`src/rtl/if_fetch_buffer.sv`:
```
// rtl/if_fetch_buffer.sv - instruction fetch buffer with outstanding-request tracking (option: IF_FETCH_BUF_BYPASS_EN)
module if_fetch_buffer #(
    parameter int DEPTH = 4
) (
    input  logic        clk,
    input  logic        rst_n,
    input  logic        flush,
    input  logic [31:0] pc,
    output logic        stall_n,
    output logic        imem_req_valid,
    output logic [31:0] imem_req_addr,
    input  logic        imem_req_ready,
    input  logic        imem_rsp_valid,
    input  logic [31:0] imem_rsp_data,
    output logic        id_valid,
    output logic [31:0] id_instr,
    output logic [31:0] id_pc,
    input  logic        id_ready
);

    localparam int AW = $clog2(DEPTH);
    localparam int PW = AW + 1;

    logic [PW-1:0]    alloc_q, fill_q, head_q, drop_q;
    logic [DEPTH-1:0] filled_q;
    logic [31:0]      pc_q    [DEPTH];
    logic [31:0]      instr_q [DEPTH];

    logic [PW-1:0] count, inflight;
    logic [PW:0]   occupancy;
    logic [AW-1:0] alloc_idx, fill_idx, head_idx;
    logic          req_valid_int, req_fire;
    logic          rsp_drop, rsp_fill;
    logic          bypass, id_valid_int, pop;

    assign alloc_idx = alloc_q[AW-1:0];
    assign fill_idx  = fill_q[AW-1:0];
    assign head_idx  = head_q[AW-1:0];

    // Wrap-bit pointers: count == DEPTH and count == 0 are distinct values.
    assign count     = alloc_q - head_q;
    assign inflight  = alloc_q - fill_q;
    assign occupancy = {1'b0, count} + {1'b0, drop_q};

    // A slot is only re-offered once both the buffer and the drop backlog leave room.
    assign req_valid_int  = rst_n && !flush && (occupancy < (PW+1)'(DEPTH));
    assign req_fire       = req_valid_int && imem_req_ready;
    assign imem_req_valid = req_valid_int;
    assign stall_n        = req_fire;
    assign imem_req_addr  = rst_n ? pc : 32'h0;

    // A response with nothing outstanding and nothing to drop is ignored.
    assign rsp_drop = imem_rsp_valid && (drop_q != '0);
    assign rsp_fill = imem_rsp_valid && (drop_q == '0) && (fill_q != alloc_q);

`ifdef IF_FETCH_BUF_BYPASS_EN
    assign bypass       = rsp_fill && (count != '0) && (fill_q == head_q);
    assign id_valid_int = rst_n && !flush && (count != '0) && (filled_q[head_idx] || bypass);
    assign id_instr     = !rst_n ? 32'h0 : (bypass ? imem_rsp_data : instr_q[head_idx]);
`else
    assign bypass       = 1'b0;
    assign id_valid_int = rst_n && !flush && (count != '0) && filled_q[head_idx];
    assign id_instr     = rst_n ? instr_q[head_idx] : 32'h0;
`endif

    assign id_valid = id_valid_int;
    assign id_pc    = rst_n ? pc_q[head_idx] : 32'h0;
    assign pop      = id_valid_int && id_ready;

    // Pointer, drop-counter and filled-bit bookkeeping; flush overrides everything else.
    always_ff @(posedge clk or negedge rst_n) begin
        if (!rst_n) begin
            alloc_q  <= '0;
            fill_q   <= '0;
            head_q   <= '0;
            drop_q   <= '0;
            filled_q <= '0;
        end else if (flush) begin
            alloc_q  <= '0;
            fill_q   <= '0;
            head_q   <= '0;
            filled_q <= '0;
            drop_q   <= drop_q + inflight - PW'(rsp_drop || rsp_fill);
        end else begin
            if (req_fire) begin
                alloc_q             <= alloc_q + 1'b1;
                filled_q[alloc_idx] <= 1'b0;
            end
            if (rsp_fill) begin
                fill_q <= fill_q + 1'b1;
                if (!(bypass && pop)) begin
                    filled_q[fill_idx] <= 1'b1;
                end
            end
            if (pop) begin
                head_q <= head_q + 1'b1;
            end
            if (rsp_drop) begin
                drop_q <= drop_q - 1'b1;
            end
        end
    end

    // Entry payload storage; validity is tracked by the filled bits and pointers.
    always_ff @(posedge clk) begin
        if (req_fire) begin
            pc_q[alloc_idx] <= pc;
        end
        if (rsp_fill && !flush) begin
            instr_q[fill_idx] <= imem_rsp_data;
        end
    end

endmodule
```
`config.mk`:
```
export PLATFORM = sky130hd
export DESIGN_NAME = if_fetch_buffer
export DESIGN_NICKNAME = d
export VERILOG_FILES = /design/src/rtl/if_fetch_buffer.sv
export SDC_FILE = /design/constraint.sdc
export NUM_CORES = 1
export LEC_CHECK = 0
export ABC_AREA = 0
export CAP_MARGIN = 20
export CORE_MARGIN = 2
export CORE_UTILIZATION = 58
export DETAILED_ROUTE_END_ITERATION = 16
export GPL_ROUTABILITY_DRIVEN = 0
export PLACE_DENSITY = 0.85
export SYNTH_ARGS = -nofsm -noshare
export SYNTH_HDL_FRONTEND = slang
export SYNTH_SLANG_ARGS = --single-unit
```
`constraint.sdc`:
```
create_clock -name clk -period 12.61 [get_ports clk]
set_input_delay 1.261 -clock clk [delete_from_list [all_inputs] [get_ports clk]]
set_output_delay 1.261 -clock clk [all_outputs]
set_load 0.01 [all_outputs]
```
Fig. 1: run 1, supply network
Scale bar: 50 µm. Pins as bars on the die edge.
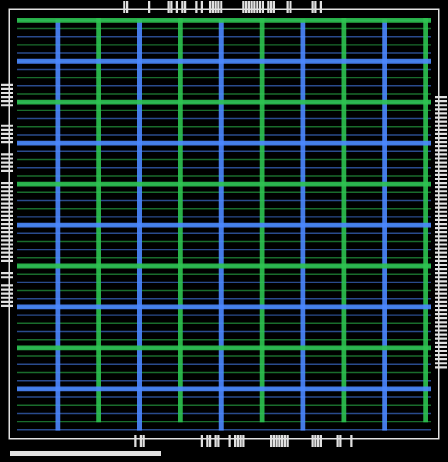
Key: VSS = blue; VDD = green
51 met1 rails follow the rows. 169 signal pins sit on the boundary.

Fig. 2: run 1, cell area per tile
Scale bar: 50 µm. 14 x 14 tiles, from black (low) to pale yellow (high), 0 to 100% covered.
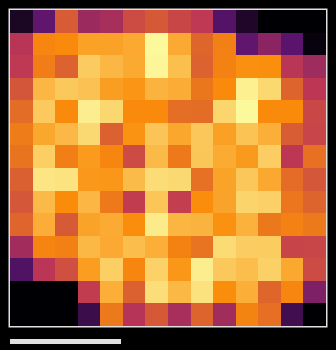
The mean over all tiles is 67%. The fullest tile reaches 99%. 46% of the tiles are over 75% full. 5.1% of the tiles are nearly empty.
core area: 0.01871 mm²
final core occ: 74.16%
Pre-Place Util: 59.17%

==> results.sh, run 1 <==
# implementation run metrics
export IMPL_area_delta_synth_final_pct=25.33
export IMPL_place_inst=937
export IMPL_wl_um=21760
export IMPL_top_cell="edfxtp_1"
export IMPL_timing_fmax_mhz=172.3
export IMPL_drt_pass1_iter_count=6
export IMPL_num_vias=5714
export IMPL_common_cells="edfxtp_1 (256), and2_1 (101), mux4_2 (65), clkbuf_1 (16), dfrtp_1 (16)"
export IMPL_drt_iter0_markers=459
export IMPL_end_kind="primary output"
export IMPL_dieArea_mm2=0.02020
export IMPL_die_h_um=142.1
export IMPL_status="finished, final reports clean"
export IMPL_drv_cap=0
export IMPL_post_cts_resized=0
export IMPL_netlist_area_mm2=0.01107
export IMPL_yosysWarnings=0
export IMPL_rows=50
export IMPL_die_w_um=142.1
export IMPL_leakage_uw=0.004601
export IMPL_drive_gt1_share_pct=16.47
export IMPL_numCtsBuffers=27
export IMPL_cts_sinks=272
export IMPL_track_usage_pct=22.09
export IMPL_async_flop_share_pct=5.882
export IMPL_edf_count=256
export IMPL_cts_tree="built"
export IMPL_viasPerCell=5.789
export IMPL_slew_viol_final=0
export IMPL_instances_no_fill=987
export IMPL_syn_instance_count=558
export IMPL_area_leaders="edfxtp_1 (69%), mux4_2 (13%), and2_1 (5.7%), dfrtp_1 (3.6%), ha_1 (1.7%)"
export IMPL_critical_path_peak_fanout=68
export IMPL_tool_warnings=35
export IMPL_cp_arrival_ns=4.54
export IMPL_n_antenna_cell=0
export IMPL_setup_viol=0
export IMPL_grt_pass1_vias=6029
export IMPL_hold_buffers=0
export IMPL_io_pins=169
export IMPL_postSynthSeqShare_pct=73.07
export IMPL_synthFlopType="edfxtp_1"
export IMPL_ys_cells=558
export IMPL_antenna_found_initial=0
export IMPL_wl_per_cell_um=22.05
export IMPL_clk_pin_slew_worst_paths_ns=0.06
export IMPL_layout_nets=822
export IMPL_grt_pass1_wl_um=33840
export IMPL_min_period_ns=5.803
export IMPL_power_density_mw_per_mm2=142.0
export IMPL_synth_largest_area_cell="edfxtp_1"
export IMPL_fin_crit_sh_pct=46.02
export IMPL_cts_buffer_depth=3
export IMPL_clk_latency_ns=0.53
export IMPL_worst_setup_path_start_kind="flop"
export IMPL_grt_max_degree=115
export IMPL_drc=0
export IMPL_worst_pin_slew_ns=1.011
export IMPL_setup_tns_ns=0
export IMPL_finClkSkew_ns=0.009435
export IMPL_clockRootBuffer="clkbuf_16"
export IMPL_hold_viol=0
export IMPL_cts_setup_buffers=0
export IMPL_dp_hpwl_um=12710
export IMPL_avgSynthCellArea_um2=19.84
export IMPL_ant_nets=0
export IMPL_ys_ff=272
export IMPL_hp_class="flop to flop"
export IMPL_relSlewSlack_pct=31.54
export IMPL_yosysUniqueCellTypes=38
export IMPL_synth_nets=648
export IMPL_ir_drop_v=0.0001134
export IMPL_yosysChipArea_mm2=0.01107
export IMPL_top_cell_area_share_pct=69.46
export IMPL_worstPathRequired_ns=11.35
export IMPL_htree_levels=1
export IMPL_port_buffers=168
export IMPL_critical_path_class="flop to primary output"
export IMPL_grt_ovfl_total=0
export IMPL_rsz0062_at_grt="no"
Fig. 3: run 1, cell classes on the final placement
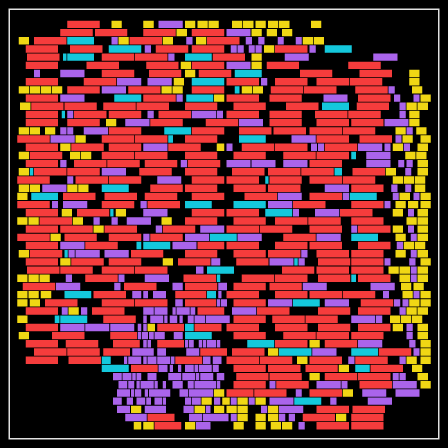
Key: remaining buffers and delay cells = yellow [cells 171]; combinational and other logic = purple [cells 260]; clock drivers and dummy loads = cyan [cells 50]; sequential cells = red [cells 272]

run 1: state kept, by name (all words and copies together), names as in the netlist:
signal,count
pc_q,128
drop_q,3
alloc_q,3
filled_q,4
instr_q,128
fill_q,3
head_q,3
run 1: layout make-up:
cell class / count / area (µm²)
multi-input cells: 245 / 2823
clock buffers: 32 / 704.4
flip-flops and latches: 272 / 8095
clock inverters: 18 / 198.9
repair buffers: 171 / 1702
well taps: 234 / 292.8
inverters: 15 / 56.30
fillers: 1055 / 4833
run 1: metrics by stage:
| stage | hold WS [ns] | power (µW) | cell area (µm²) | utilization [%] | worst slack (ns) |
|---|---|---|---|---|---|
| after floorplan | 0.4812 | 1104 | 11070 | - | 8.143 |
| final | 0.5321 | 1970 | 13870 | 74.16 | 6.807 |
| after CTS | 0.5319 | 1983 | 13870 | 74.16 | 6.757 |
| after global placement | 0.5055 | 1174 | 12970 | 69.33 | 7.418 |
| after global routing | 0.5632 | 2028 | 13870 | 74.16 | 6.634 |
| after detailed placement | 0.5198 | 1184 | 12970 | 69.33 | 7.324 |
run 1: worst paths after layout:
| check | startpoint | end | slack [ns] | depth (start not counted) |
|---|---|---|---|---|
| min in group asynchronous | rst_n | drop_q[1]$_DFFE_PN0P_ | 0.89 | 1 |
| max in group asynchronous | rst_n | head_q[1]$_DFFE_PN0P_ | 11.02 | 1 |
| max reg2reg | head_q[1]$_DFFE_PN0P_ | pc_q[1][21]$_DFFE_PP_ | 8.00 | 7 |
| max | head_q[1]$_DFFE_PN0P_ | stall_n | 6.81 | 7 |
| min | filled_q[2]$_DFF_PN0_ | filled_q[2]$_DFF_PN0_ | 0.53 | 1 |
| min reg2reg | filled_q[2]$_DFF_PN0_ | filled_q[2]$_DFF_PN0_ | 0.53 | 1 |
run 1: power by group:
group | internal, µW | switching (µW) | leakage (µW) | total (µW)
clock network | 482 | 323 | 0.000444 | 805
logic | 81.0 | 72.8 | 0.00164 | 154
registers | 1000 | 9.38 | 0.00252 | 1010
total | 1560 | 405 | 0.00460 | 1970
run 1: metal layers:
layer	up-vias	GRT usage, %	routed length [µm]
met4	0	5.316	357
met2	220	36.33	10890
met3	34	4.206	1414
met5	-	0	0
met1	2935	31.33	9101
li1	2525	-	-
run 1: cell families after synthesis:
kind of cell / Yosys count / synth area share, %
and+or+nand+nor: 129 / 7.178
xor gates and xnor gates: 12 / 1.074
AOI/OAI and AO/OA: 16 / 1.051
buffers and inverters: 41 / 1.526
muxes: 68 / 13.50
DFF: 272 / 73.07
adders and majority gates: 20 / 2.600
run 1: layout by cell type (no fill, tap or decap), types with 7 or more instances in the layout:
master and count:
and2_1 96, clkbuf_16 27, clkdlybuf4s50_1 167, dfrtp_1 14, edfxtp_1 256, ha_1 15
inv_1 14, mux4_2 65, nand2_1 7, nor2_1 8
run 1: critical path, stage by stage (launching register included):
cell             delay, ns
dfrtp_4               1.08
inv_1                 0.17
fa_1                  0.43
xnor3_1               0.41
ha_1                  0.29
or4b_4                0.54
nor4b_4               0.45
clkdlybuf4s50_1       0.63
==> inputs of run 2 (changes only) <==
--- a/config.mk
+++ b/config.mk
@@ -8,10 +8,10 @@
 export ABC_AREA = 0
 export CAP_MARGIN = 20
 export CORE_MARGIN = 2
-export CORE_UTILIZATION = 58
+export CORE_UTILIZATION = 54
 export DETAILED_ROUTE_END_ITERATION = 16
 export GPL_ROUTABILITY_DRIVEN = 0
-export PLACE_DENSITY = 0.85
+export PLACE_DENSITY = 0.8
 export SYNTH_ARGS = -nofsm -noshare
 export SYNTH_HDL_FRONTEND = slang
 export SYNTH_SLANG_ARGS = --single-unit
==> constraint.sdc (replaced) <==
create_clock -name clk -period 5.6 [get_ports clk]
set_input_delay 0.56 -clock clk [delete_from_list [all_inputs] [get_ports clk]]
set_output_delay 0.56 -clock clk [all_outputs]
set_load 0.01 [all_outputs]
Fig. 4: run 2, congestion heat map
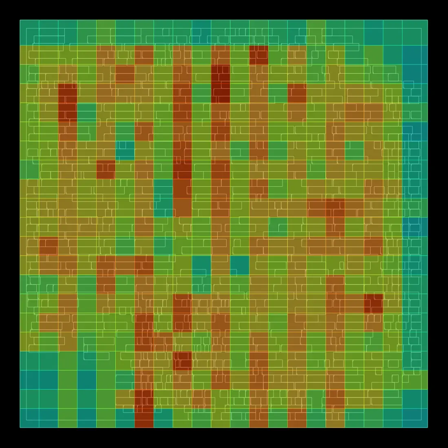
grt peak-use layer: met2
final core occ: 68.68%

Fig. 5: run 2, cell area per tile
Scale bar: 50 µm. 15 x 15 tiles, from black (low) to pale yellow (high), 0 to 100% covered.
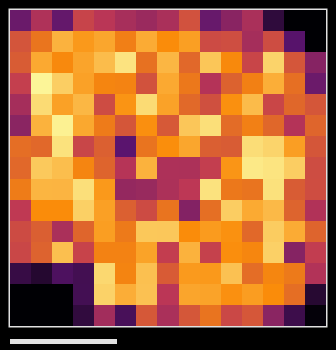
The mean over all tiles is 62%. The fullest tile reaches 98%. 36% of the tiles are over 75% full. 4.4% of the tiles are nearly empty. The emptiest ninth of the die: bottom left.
core area: 0.02017 mm²
Pre-Place Util: 54.88%

Fig. 6: run 2, supply network
Scale bar: 50 µm. Pins as bars on the die edge.
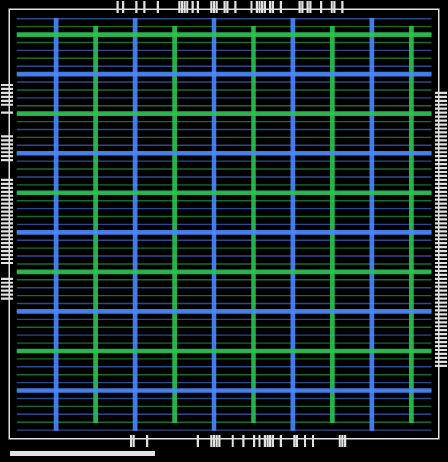
maximum vdd drop: 0.0003621 V
DIE WIDTH: 147.2 µm

==> run 2 against run 1 <==
Worst hold slack got worse by 0.22 ns. Largest cell class unchanged. Largest power group unchanged. Clock power increased by 100%. Count of clock-buffer cells in the layout decreased by 3. Highest routed layer unchanged. First-iteration DRC count decreased by 24%. Clock skew increased by 0.0082 ns. Combinational power increased by 130%.
==> results.sh, run 2 <==
# implementation run metrics
export IMPL_crit_path_max_incr_delay_ns=0.64
export IMPL_hold_viol=0
export IMPL_drv_cap=0
export IMPL_edf_count=256
export IMPL_yosysWarnings=0
export IMPL_grt_pass1_wl_um=33030
export IMPL_reg2regPathDepth=12
export IMPL_setup_tns_ns=0
export IMPL_drive_gt1_share_pct=16.03
export IMPL_tool_warnings=35
export IMPL_fill_cells=1317
export IMPL_common_cells="edfxtp_1 (256), and2_1 (101), mux4_2 (65), clkbuf_1 (16), dfrtp_1 (16)"
export IMPL_top_regs="instr_q (128), pc_q (128), filled_q (4)"
export IMPL_antenna_found_initial=2
export IMPL_min_period_ns=4.675
export IMPL_track_usage_pct=19.64
export IMPL_cp_cell_sequence="inv_1 > ha_1 > inv_1 > fa_1 > xnor3_1 > ha_1 > or4b_4 > nor4b_4 > clkdlybuf4s50_1"
export IMPL_io_pins=169
export IMPL_viasPerCell=5.500
export IMPL_cpMaxStageDelayCell="clkdlybuf4s50_1"
export IMPL_synthAdderAreaFrac_pct=2.600
export IMPL_synth_largest_area_cell="edfxtp_1"
export IMPL_critPathLaunch="alloc_q[0]$_DFFE_PN0P_"
export IMPL_cts_tree="built"
export IMPL_cts_sinks=272
export IMPL_clk_pin_slew_worst_paths_ns=0.06
export IMPL_drc=0
export IMPL_end_kind="primary output"
export IMPL_instances_no_fill=1025
export IMPL_relSlewSlack_pct=31.84
export IMPL_ys_ff=272
export IMPL_place_inst=978
export IMPL_wl_per_cell_um=20.45
export IMPL_status="finished, final reports clean"
export IMPL_async_flop_share_pct=5.882
export IMPL_simple_gate_share_pct=7.178
export IMPL_logic_family="multiplexers"
export IMPL_finClkSkew_ns=0.01764
export IMPL_drt_iter0_markers=349
export IMPL_power_uw=4270
export IMPL_lay_top_count="edfxtp_1"
==> run 2: worst min path at each step <==
stage / from / endpoint / slack (ns)
2_1_floorplan: rst_n / alloc_q[0]$_DFFE_PN0P_ / 0.26
6_report: rst_n / drop_q[0]$_DFFE_PN0P_ / 0.31
3_5_place_dp: filled_q[3]$_DFF_PN0_ / filled_q[3]$_DFF_PN0_ / 0.51
3_3_place_gp: filled_q[3]$_DFF_PN0_ / filled_q[3]$_DFF_PN0_ / 0.51
4_1_cts: rst_n / alloc_q[0]$_DFFE_PN0P_ / 0.33
5_1_grt: rst_n / drop_q[0]$_DFFE_PN0P_ / 0.36
==> run 2: layer usage <==
layer | up-vias | GRT usage, % | routed length (µm)
met4 | 0 | 3.846 | 242
met1 | 2862 | 26.98 | 8645
li1 | 2528 | - | -
met5 | - | 0 | 0
met3 | 22 | 4.627 | 1832
met2 | 226 | 32.94 | 10240
==> run 2: final cells by class <==
| cell class | count | area [µm²] | share of cell area, % |
|---|---|---|---|
| multi-input cells | 245 | 2820 | 20.36 |
| clock buffers | 29 | 661.9 | 4.778 |
| clock inverters | 18 | 143.9 | 1.039 |
| well taps | 270 | 337.8 | 2.439 |
| inverters | 15 | 56.30 | 0.4065 |
| flip-flops and latches | 272 | 8093 | 58.42 |
| repair buffers | 176 | 1739 | 12.56 |
==> run 2: power by group <==
| part | switching [µW] | leakage (µW) | internal [µW] |
|---|---|---|---|
| Clock | 697 | 0.000395 | 941 |
| Combinational | 171 | 0.00167 | 186 |
| Sequential | 19.2 | 0.00252 | 2260 |
| Total | 886 | 0.00458 | 3380 |
==> run 2: metrics by stage <==
step | hold slack [ns] | worst slack (ns) | util (%) | area, µm²
after floorplan | 0.2644 | 1.133 | - | 11070
after global placement | 0.5120 | 1.592 | 64.68 | 13050
after detailed placement | 0.5140 | 1.486 | 64.68 | 13050
final | 0.3096 | 0.9250 | 68.68 | 13850
after CTS | 0.3323 | 0.9157 | 68.68 | 13850
after global routing | 0.3630 | 0.7868 | 68.68 | 13850
==> run 2: kinds of logic after synthesis <==
family / after synthesis
DFF: 272
AOI/OAI and AO/OA: 16
buffers and inverters: 41
adders and majority gates: 20
xor gates and xnor gates: 12
and+or+nand+nor: 129
muxes: 68
==> run 2: worst register-to-register path, delay by kind of cell, from the launching register on <==
kind | cells | cell delay [ns]
adder cells (fa/ha/maj) | 3 | 0.85
flip-flops | 1 | 0.45
XOR/XNOR | 2 | 0.61
AND/OR/NAND/NOR | 4 | 1.21
buffers and inverters | 3 | 0.80
Power figures rest on the tool's default switching activity, not on a simulated workload.
